### src/rtl/acc_pkg.sv
// Shared definitions for the ACC accumulation block and its tile sequencer.
package acc_pkg;

  localparam int unsigned ACC_LOG_MAX_ITERS          = 16;
  localparam int unsigned ACC_LOG_MAX_READS_PER_ITER = 16;

  typedef enum logic [1:0] {
    ST_IDLE   = 2'd0,
    ST_CONFIG = 2'd1,
    ST_RUN    = 2'd2,
    ST_DONE   = 2'd3
  } acc_seq_state_t;

endpackage

### src/rtl/acc_seq.sv
// acc_seq: tile sequencer driving the ACC configure interface.
// Latches one job (tiles, iterations, reads per iteration), pulses ACC
// configure once per tile and counts result beats to find the tile end.
// Optional build macro ACC_SEQ_PERF_EN adds saturating busy/stall counters.
module acc_seq
  import acc_pkg::*;
#(
  parameter int unsigned LOG_MAX_ITERS          = ACC_LOG_MAX_ITERS,
  parameter int unsigned LOG_MAX_READS_PER_ITER = ACC_LOG_MAX_READS_PER_ITER,
  parameter int unsigned LOG_MAX_TILES          = 16
) (
  input  logic                              clk,
  input  logic                              rst,
  input  logic                              start,
  input  logic                              abort,
  input  logic [LOG_MAX_TILES-1:0]          num_tiles,
  input  logic [LOG_MAX_ITERS-1:0]          num_iters,
  input  logic [LOG_MAX_READS_PER_ITER-1:0] num_reads_per_iter,
  output logic                              busy,
  output logic                              done,
  output logic                              err,
  output logic [LOG_MAX_TILES-1:0]          tile_idx,
  output logic                              acc_configure,
  output logic [LOG_MAX_ITERS-1:0]          acc_num_iters,
  output logic [LOG_MAX_READS_PER_ITER-1:0] acc_num_reads_per_iter,
  input  logic                              acc_valid
`ifdef ACC_SEQ_PERF_EN
  ,
  output logic [31:0]                       perf_busy_cycles,
  output logic [31:0]                       perf_stall_cycles
`endif
);

  localparam logic [LOG_MAX_READS_PER_ITER-1:0] BEAT_ONE = LOG_MAX_READS_PER_ITER'(1);
  localparam logic [LOG_MAX_TILES:0]            TILE_ONE = (LOG_MAX_TILES+1)'(1);

  acc_seq_state_t                    state_q;
  logic [LOG_MAX_TILES-1:0]          tiles_q;
  logic [LOG_MAX_TILES-1:0]          tile_idx_q;
  logic [LOG_MAX_ITERS-1:0]          iters_q;
  logic [LOG_MAX_READS_PER_ITER-1:0] reads_q;
  logic [LOG_MAX_READS_PER_ITER-1:0] beat_q;
  logic                              busy_q;
  logic                              done_q;
  logic                              err_q;
  logic                              cfg_q;
  logic [LOG_MAX_TILES:0]            tile_nxt;
  logic                              zero_job;

  // Widened by one bit so the last-tile compare never wraps at full-scale num_tiles.
  assign tile_nxt = {1'b0, tile_idx_q} + TILE_ONE;
  assign zero_job = (num_tiles == '0) || (num_iters == '0) || (num_reads_per_iter == '0);

  // Sequencer FSM; every output is registered alongside the state it belongs to.
  always_ff @(posedge clk) begin
    if (!rst) begin
      state_q    <= ST_IDLE;
      tiles_q    <= '0;
      tile_idx_q <= '0;
      iters_q    <= '0;
      reads_q    <= '0;
      beat_q     <= '0;
      busy_q     <= 1'b0;
      done_q     <= 1'b0;
      err_q      <= 1'b0;
      cfg_q      <= 1'b0;
    end else if (abort && (state_q != ST_IDLE)) begin
      state_q <= ST_IDLE;
      busy_q  <= 1'b0;
      done_q  <= 1'b0;
      cfg_q   <= 1'b0;
    end else begin
      done_q <= 1'b0;
      cfg_q  <= 1'b0;
      unique case (state_q)
        ST_IDLE: begin
          if (acc_valid) err_q <= 1'b1;
          if (start) begin
            tiles_q    <= num_tiles;
            iters_q    <= num_iters;
            reads_q    <= num_reads_per_iter;
            tile_idx_q <= '0;
            err_q      <= acc_valid;
            busy_q     <= 1'b1;
            if (zero_job) begin
              state_q <= ST_DONE;
              done_q  <= 1'b1;
            end else begin
              state_q <= ST_CONFIG;
              cfg_q   <= 1'b1;
            end
          end
        end
        ST_CONFIG: begin
          if (acc_valid) err_q <= 1'b1;
          beat_q  <= reads_q;
          state_q <= ST_RUN;
        end
        ST_RUN: begin
          if (acc_valid) begin
            if (beat_q == BEAT_ONE) begin
              if (tile_nxt < {1'b0, tiles_q}) begin
                tile_idx_q <= tile_nxt[LOG_MAX_TILES-1:0];
                state_q    <= ST_CONFIG;
                cfg_q      <= 1'b1;
              end else begin
                state_q <= ST_DONE;
                done_q  <= 1'b1;
              end
            end else begin
              beat_q <= beat_q - BEAT_ONE;
            end
          end
        end
        ST_DONE: begin
          if (acc_valid) err_q <= 1'b1;
          state_q <= ST_IDLE;
          busy_q  <= 1'b0;
        end
        default: begin
          state_q <= ST_IDLE;
          busy_q  <= 1'b0;
        end
      endcase
    end
  end

  assign busy                   = busy_q;
  assign done                   = done_q;
  assign err                    = err_q;
  assign tile_idx               = tile_idx_q;
  assign acc_configure          = cfg_q;
  assign acc_num_iters          = iters_q;
  assign acc_num_reads_per_iter = reads_q;

`ifdef ACC_SEQ_PERF_EN
  logic [31:0] perf_busy_q;
  logic [31:0] perf_stall_q;

  // Saturating busy/stall counters, cleared by each accepted start.
  always_ff @(posedge clk) begin
    if (!rst) begin
      perf_busy_q  <= '0;
      perf_stall_q <= '0;
    end else if ((state_q == ST_IDLE) && start) begin
      perf_busy_q  <= '0;
      perf_stall_q <= '0;
    end else begin
      if (busy_q && (perf_busy_q != '1)) perf_busy_q <= perf_busy_q + 32'd1;
      if ((state_q == ST_RUN) && !acc_valid && (perf_stall_q != '1))
        perf_stall_q <= perf_stall_q + 32'd1;
    end
  end

  assign perf_busy_cycles  = perf_busy_q;
  assign perf_stall_cycles = perf_stall_q;
`endif

endmodule

### config.mk
export PLATFORM = sky130hd
export DESIGN_NAME = acc_seq
export DESIGN_NICKNAME = d
export VERILOG_FILES = /design/src/rtl/acc_pkg.sv /design/src/rtl/acc_seq.sv
export SDC_FILE = /design/constraint.sdc
export NUM_CORES = 1
export LEC_CHECK = 0
export ABC_AREA = 1
export CORE_MARGIN = 5
export CORE_UTILIZATION = 40
export CTS_CLUSTER_SIZE = 40
export DETAILED_ROUTE_END_ITERATION = 8
export PLACE_DENSITY = 0.71
export SLEW_MARGIN = 20
export SYNTH_ARGS = -nofsm -noshare
export SYNTH_HDL_FRONTEND = slang
export SYNTH_SLANG_ARGS = --single-unit
### constraint.sdc
create_clock -name clk -period 5.4 [get_ports clk]
set_input_delay 0.54 -clock clk [delete_from_list [all_inputs] [get_ports clk]]
set_output_delay 0.54 -clock clk [all_outputs]
set_load 0.03 [all_outputs]
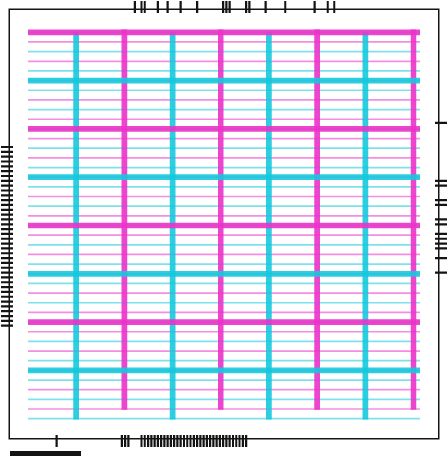
Figure 1: run 1, floorplan with the power grid.
Scale bar: 20 um. Pins as bars on the die edge.
Key: magenta = VDD; cyan = VSS
105 signal pins sit on the boundary. The core has 40 rows.

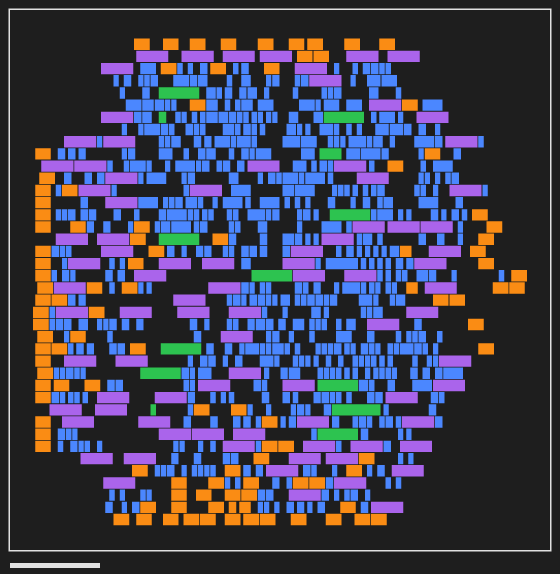
Figure 2: run 1, placement by cell class.
Scale bar: 20 um.
Key: green = clock drivers and dummy loads [cells 13, share of their area 4.6%]; orange = remaining buffers and delay cells [cells 107, share of their area 18%]; blue = remaining logic cells [cells 605, share of their area 49%]; purple = sequential cells [cells 86, share of their area 28%]

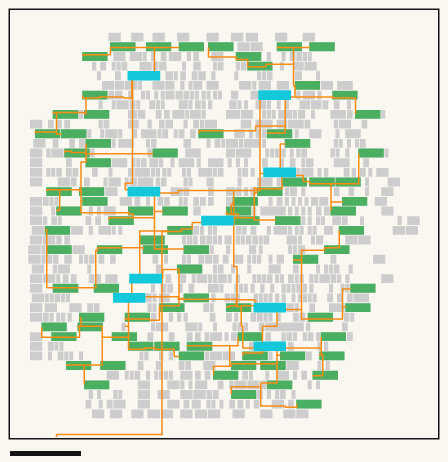
Figure 3: run 1, routed clock nets over the placement.
Scale bar: 20 um.
Key: orange = clock wires [length 1,170 um]; cyan = clock-net drivers [count 9]; green = flip-flops [count 86]
Position of the flops: spread over the die. There are 10 routed clock nets.

==> run 1: per-layer routing <==
| layer | vias up | wire length (um) | track usage |
|---|---|---|---|
| met4 | 0 | 177 | 0.0567 |
| met2 | 101 | 5380 | 0.270 |
| met5 | - | 0 | 0 |
| li1 | 2497 | - | - |
| met1 | 2114 | 6570 | 0.247 |
| met3 | 15 | 712 | 0.0444 |
==> run 1: through the flow <==
step / area, um^2 / hold slack (ns) / power (mW) / utilization
after global routing: 6230 / 0.480 / 3.93 / 0.518
after CTS: 6230 / 0.465 / 3.64 / 0.518
after detailed placement: 5950 / 0.456 / 3.02 / 0.495
after floorplan: 4890 / 0.435 / 2.53 / -
final: 6230 / 0.463 / 3.61 / 0.518
after global placement: 5950 / 0.451 / 3.00 / 0.495
==> out/metrics.json, run 1 <==
{
  "outcome": {
    "run_status": "complete, no violations"
  },
  "die": {
    "tapcells_inserted": 147,
    "die_height_um": 121,
    "num_io_pins": 105,
    "die_area_um2": 14500,
    "fp-row-count": 40
  },
  "final_timing": {
    "max_clock_freq_ghz": 0.328,
    "finalCritPeriodShare": 0.564,
    "clock-skew-final_ns": 0.00514,
    "setup_total_negative_slack_ns": 0,
    "period_needed_ns": 3.04,
    "setup_viol": 0,
    "maxSlewViolCount": 0,
    "unrepaired_setup_endpoints_after_global_routing": "no"
  },
  "logic_synthesis": {
    "yosys-mux-area-fraction": 0,
    "synth.ff_latch_count": 86,
    "post-synth-top-count-cell": "sky130_fd_sc_hd__nand2_1",
    "ys_dominant_reg_cell": "sky130_fd_sc_hd__dfxtp_1",
    "mappedNetlistArea_um2": 4890,
    "yosys-top-cells-area": "sky130_fd_sc_hd__dfxtp_1 35%, sky130_fd_sc_hd__nand2_1 11%, sky130_fd_sc_hd__nor2_1 9.3%, sky130_fd_sc_hd__o21ai_0 7.1%, sky130_fd_sc_hd__a21oi_1 6.7%",
    "ys_warn_count": 0,
    "synth.yosys.num_cells": 722,
    "ys_sh_aoi": 0.155,
    "synth-seq-area-share": 0.352,
    "post_synth_most_frequent_cells": "141 x sky130_fd_sc_hd__nand2_1, 121 x sky130_fd_sc_hd__nor2_1, 86 x sky130_fd_sc_hd__dfxtp_1",
    "yosys_area_um2": 4890,
    "synth.avg_cell_area_um2": 6.77,
    "post_synth_fa_ha_maj_area_fraction": 0.0461,
    "synth_top_area_share": 0.352,
    "netlist-cell-type-count": 37,
    "syn-instance-count": 722,
    "synthArstFlopShare": 0,
    "synth_simple_gate_area_share": 0.331,
    "post_synth_xor_area_fraction": 0.0197,
    "top_comb_family_area": "simple AND/OR/NAND/NOR gates"
  },
  "setup_path": {
    "reg2regPathDepth": 19,
    "crit_path_end_kind": "register",
    "timing.critical_path.from_type": "register",
    "critical_path_required_ns": 5.68,
    "crit_start": "tile_idx[0]",
    "critical_path_peak_fanout": 32,
    "cp.depth": 19,
    "critical_path.reg2reg.endpoint": "tile_idx[1]",
    "worst_r2r_startpoint": "tile_idx[0]",
    "path_cells": "ha_1 > nand2_2 > nor2_4 > nand3_2 > nor2_4 > nand3_1 > and2_1 > ha_1 > nand2_1 > nand2_1 > a21oi_1 > nand2_1 > nor2_1 > nand2_2 > nand2_4 > nand2_1 > nand2_1 > nand2_1 > nor2_1",
    "timing_worst_setup_path_type": "register to register",
    "buffer_and_inverter_count_on_the_worst_path": 0,
    "rrSetupSlack_ns": 2.36,
    "cp_common_cell": "sky130_fd_sc_hd__nand2_1",
    "worst_path_largest_cell_delay_ns": 0.40,
    "critical-path-top-delay-family": "simple AND/OR/NAND/NOR gates",
    "cp_slowest_cell": "sky130_fd_sc_hd__dfxtp_1"
  },
  "power": {
    "seq_power_share": 0.275,
    "total_leakage_power_nw": 2.64,
    "combPwrFrac": 0.557,
    "max-vdd-ir-drop_mv": 0.286,
    "internal_power_summed_over_all_cells_mw": 1.95,
    "switching_share": 0.460,
    "powerDensity_nw_per_um2": 580,
    "clk-power_mw": 0.605,
    "switching_power_mw": 1.66,
    "power-top-group": "combinational logic",
    "power.combinational.total_mw": 2.01
  },
  "placed_design": {
    "preCtsSetupSlack_ns": 2.38,
    "gp_routability_congestion": 0.860,
    "port_buffers": 104,
    "hpwl_mm": 9.25,
    "place_inst": 945
  },
  "finish": {
    "ff_count": 86,
    "n_multi_input_combinational_cell": 528,
    "instances_no_fill": 958,
    "n_antenna_cell": 0,
    "most-common-layout-cells": "140 x sky130_fd_sc_hd__nand2_1, 121 x sky130_fd_sc_hd__nor2_1, 103 x sky130_fd_sc_hd__clkdlybuf4s50_1",
    "nets": 880,
    "nClkBuffers": 11,
    "seqAreaFraction": 0.277,
    "logic_area_um2": 2700,
    "nFillCells": 1256,
    "comb_area_share": 0.433,
    "non_clock_buffer_count": 107,
    "lay_top_count": "sky130_fd_sc_hd__nand2_1",
    "layout_overhead_on_the_synthesized_area_pct": 27.4,
    "clk_share": 0.0446,
    "signal_buffers_share_of_area": 0.170
  },
  "clock_tree": {
    "clk_pin_slew_worst_paths_ns": 0.06,
    "clock_latency_ns": 0.34,
    "cts_tree": "yes",
    "postCtsSetupRepairBufs": 0,
    "ctsResizeCount": 0,
    "cts_max_level": 3,
    "clock-root-buffer": "sky130_fd_sc_hd__clkbuf_16",
    "clock_path_buffers": 2
  },
  "drt": {
    "drt_drc_violations_left": 0,
    "detailedRoute.firstIterationViolations": 291,
    "dr.pass1.iters": 5,
    "total_wire_length_mm": 12.8,
    "via_count": 4727,
    "detail-route-antenna-nets": 0
  },
  "hold_path": {
    "holdPathStages": 2,
    "hold_path.startpoint": "tiles_q[4]"
  },
  "grt": {
    "grt_first_pass_wirelength_mm": 20.9,
    "first_global_vias": 4243,
    "antenna_found_initial": 0,
    "grt.total_usage": 0.178
  }
}
==> run 2, diff against run 1 <==
--- a/config.mk
+++ b/config.mk
@@ -10,7 +10,7 @@
 export CORE_UTILIZATION = 40
 export CTS_CLUSTER_SIZE = 40
 export DETAILED_ROUTE_END_ITERATION = 8
-export PLACE_DENSITY = 0.71
+export PLACE_DENSITY = 0.74
 export SLEW_MARGIN = 20
 export SYNTH_ARGS = -nofsm -noshare
 export SYNTH_HDL_FRONTEND = slang
==> constraint.sdc (replaced) <==
create_clock -name clk -period 2.65 [get_ports clk]
set_input_delay 0.265 -clock clk [delete_from_list [all_inputs] [get_ports clk]]
set_output_delay 0.265 -clock clk [all_outputs]
set_load 0.03 [all_outputs]
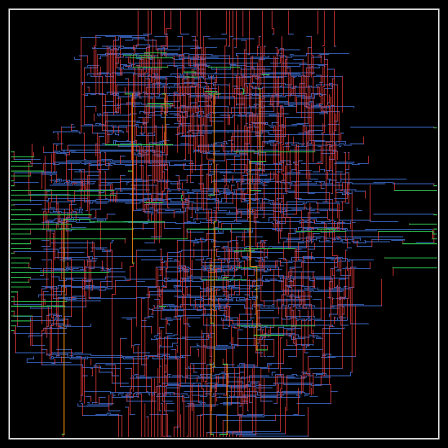
Figure 4: run 2, routed metal, one color a layer.
Key: orange = M4 [wire length 325 um]; blue = M1 [wire length 6,620 um]; red = M2 [wire length 6,330 um]; green = M3 [wire length 708 um]

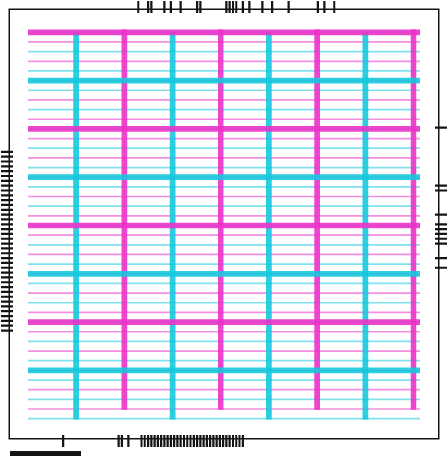
Figure 5: run 2, floorplan with the power grid.
Scale bar: 20 um. Pins as bars on the die edge.
Key: magenta = VDD; cyan = VSS
8 straps on met5. 41 met1 rails follow the rows. The core has 40 rows.
Peak VDD IR: 0.469 mV
die width: 121 um

==> run 2 against run 1 <==
Effect of this change: the run now ends with negative setup slack left; non-clock buffer count increased by 41; register-to-register slack got worse by 2.4 ns; routed wire length increased by 8.9%; cell area increased by 9.9%; critical path type unchanged.
==> out/metrics.json, run 2 <==
{
  "outcome": {
    "run_status": "finished, violations left",
    "failed_checks": "negative setup slack"
  },
  "hold_path": {
    "min-delay-path-class": "input port to register",
    "holdPathStages": 3,
    "hold_path.startpoint": "rst"
  },
  "power": {
    "p_clk_frac": 0.147,
    "seq_power_share": 0.252,
    "powerDensity_nw_per_um2": 1170,
    "switching_share": 0.463,
    "combPwrFrac": 0.602,
    "clk-power_mw": 1.17,
    "power.combinational.total_mw": 4.81,
    "power-top-group": "combinational logic",
    "switching_power_mw": 3.70,
    "internal_power_summed_over_all_cells_mw": 4.30,
    "total_leakage_power_nw": 2.91
  },
  "finish": {
    "nets": 922,
    "final_design_area_no_fill_um2": 6840,
    "instances_no_fill": 1003,
    "n_multi_input_combinational_cell": 529,
    "lay_top_count": "sky130_fd_sc_hd__nand2_1",
    "clk_share": 0.0395,
    "nFillCells": 1114,
    "non_clock_buffer_count": 148,
    "nClkBuffers": 13,
    "ff_count": 86,
    "most-common-layout-cells": "136 x sky130_fd_sc_hd__nand2_1, 116 x sky130_fd_sc_hd__nor2_1, 103 x sky130_fd_sc_hd__clkdlybuf4s50_1",
    "signal_buffers_share_of_area": 0.210,
    "dominant_cells": "combinational gates",
    "comb_area_share": 0.428,
    "seqAreaFraction": 0.254,
    "layout_overhead_on_the_synthesized_area_pct": 40.0,
    "n_antenna_cell": 0,
    "logic_area_um2": 2930,
    "postLayoutCoreUtil": 0.569
  },
  "setup_path": {
    "worst_path_largest_cell_delay_ns": 0.38,
    "cp_slowest_cell": "sky130_fd_sc_hd__dfxtp_4",
    "crit_path_end_kind": "register",
    "critical-path-top-delay-family": "simple AND/OR/NAND/NOR gates",
    "critical_path.reg2reg.endpoint": "tile_idx[1]",
    "critical_path_peak_fanout": 4,
    "critPathArrivalTime_ns": 2.96,
    "critical_path_required_ns": 2.92,
    "crit_start": "tile_idx[1]",
    "worst_r2r_startpoint": "tile_idx[1]",
    "cp_common_cell": "sky130_fd_sc_hd__nand2_1",
    "reg2regPathDepth": 20,
    "timing.critical_path.from_type": "register",
    "path_cells": "ha_4 > nand2_4 > nor2_4 > nand3_2 > nor2_4 > nand3_1 > nand2_1 > and2_4 > ha_4 > nand2_1 > nand2_1 > a21oi_2 > nand2_2 > nor2_4 > nand2_4 > nand2_4 > nand2_1 > nand2_1 > nand2_1 > nor2_1",
    "buffer_and_inverter_count_on_the_worst_path": 0,
    "cp.depth": 20,
    "timing_worst_setup_path_type": "register to register",
    "rrSetupSlack_ns": -0.04
  },
  "clock_tree": {
    "postCtsSetupRepairBufs": 7,
    "cts_max_level": 3,
    "clock_path_buffers": 2,
    "ctsResizeCount": 19,
    "clock_latency_ns": 0.34,
    "cts_tree": "yes",
    "clk_pin_slew_worst_paths_ns": 0.06,
    "clock-root-buffer": "sky130_fd_sc_hd__clkbuf_16"
  },
  "logic_synthesis": {
    "synth_top_area_share": 0.352,
    "synth.avg_cell_area_um2": 6.77,
    "synthArstFlopShare": 0,
    "edf_count": 0,
    "synth.ff_latch_count": 86,
    "post_synth_most_frequent_cells": "141 x sky130_fd_sc_hd__nand2_1, 121 x sky130_fd_sc_hd__nor2_1, 86 x sky130_fd_sc_hd__dfxtp_1",
    "ys_dominant_reg_cell": "sky130_fd_sc_hd__dfxtp_1",
    "synth-seq-area-share": 0.352,
    "synth.yosys.num_cells": 722,
    "mappedNetlistArea_um2": 4890,
    "yosys_area_um2": 4890,
    "yosys-top-cells-area": "sky130_fd_sc_hd__dfxtp_1 35%, sky130_fd_sc_hd__nand2_1 11%, sky130_fd_sc_hd__nor2_1 9.3%, sky130_fd_sc_hd__o21ai_0 7.1%, sky130_fd_sc_hd__a21oi_1 6.7%",
    "ys_warn_count": 0,
    "syn-instance-count": 722,
    "netlist-cell-type-count": 37,
    "post-synth-top-count-cell": "sky130_fd_sc_hd__nand2_1"
  },
  "drt": {
    "detailedRoute.firstIterationViolations": 256,
    "dr.pass1.iters": 5,
    "met3_length_um": 707,
    "wl_per_cell_um": 13.9,
    "met1_length_mm": 6.62,
    "via_per_inst": 4.93,
    "via_count": 4949,
    "route.met2.wl_mm": 6.33,
    "detail-route-antenna-nets": 0,
    "drt_drc_violations_left": 0,
    "total_wire_length_mm": 14.0,
    "dr.max_layer_used": "met4"
  },
  "die": {
    "core_region_area_um2": 12000,
    "tapcells_inserted": 147,
    "num_io_pins": 105,
    "die_area_um2": 14500,
    "fp-row-count": 40
  },
  "placed_design": {
    "gp_routability_congestion": 0.897,
    "port_buffers": 104,
    "detailed_place.area_um2": 6190,
    "hpwl_mm": 9.72,
    "place_inst": 973
  },
  "final_timing": {
    "max_clock_freq_ghz": 0.371,
    "maxSlewViolCount": 0,
    "finalCritPeriodShare": 1.02,
    "clock-skew-final_ns": 0.00599,
    "final_setup_slack_of_the_worst_path_ns": -0.0419,
    "period_needed_ns": 2.69,
    "unrepaired_setup_endpoints_after_global_routing": "yes",
    "setup_viol": 12
  },
  "grt": {
    "met2_usage_in_global_routing": 0.283,
    "grt_util_met1": 0.257,
    "first_global_vias": 4619,
    "gr-usage-met3": 0.0313,
    "grt.total_usage": 0.185,
    "grt_first_pass_wirelength_mm": 22.0,
    "antenna_found_initial": 0,
    "grt_busiest_layer": "met2"
  },
  "job": {
    "log.warning_count": 28
  }
}
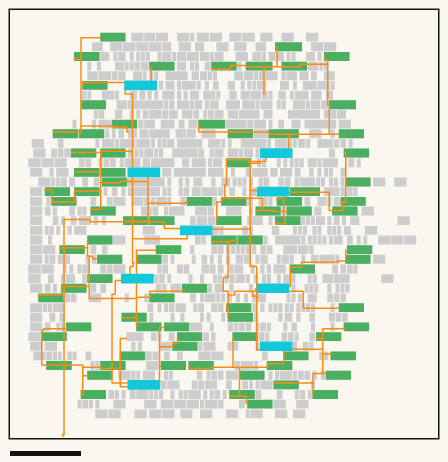
Figure 6: run 2, routed clock nets over the placement.
Scale bar: 20 um.
Key: green = flip-flops [count 86]; orange = clock wires [length 1,160 um]; cyan = clock-net drivers [count 9]
There are 10 routed clock nets. Position of the flops: spread over the die.

run 2: per-stage QoR:
stage | power, mW | hold WS [ns] | TNS (ns) | setup slack (ns)
after floorplan | 5.16 | 0.413 | 0 | 0.0396
after global placement | 6.31 | 0.449 | 0 | 0.0263
after detailed placement | 6.37 | 0.455 | -0.335 | -0.0394
after CTS | 7.73 | 0.453 | 0 | 0.00285
after global routing | 8.66 | 0.485 | -3.42 | -0.223
final | 8.00 | 0.444 | -0.233 | -0.0419
run 2: cells by family (layout without fill, tap and decap cells):
group,Yosys count,after routing,synth area share
compound gates,145,145,0.155
xor+xnor,11,11,0.0197
fa+ha+maj,18,18,0.0461
buf+inv,108,241,0.0965
flops,86,86,0.352
simple gates,354,355,0.331
Power figures rest on the tool's default switching activity, not on a simulated workload.
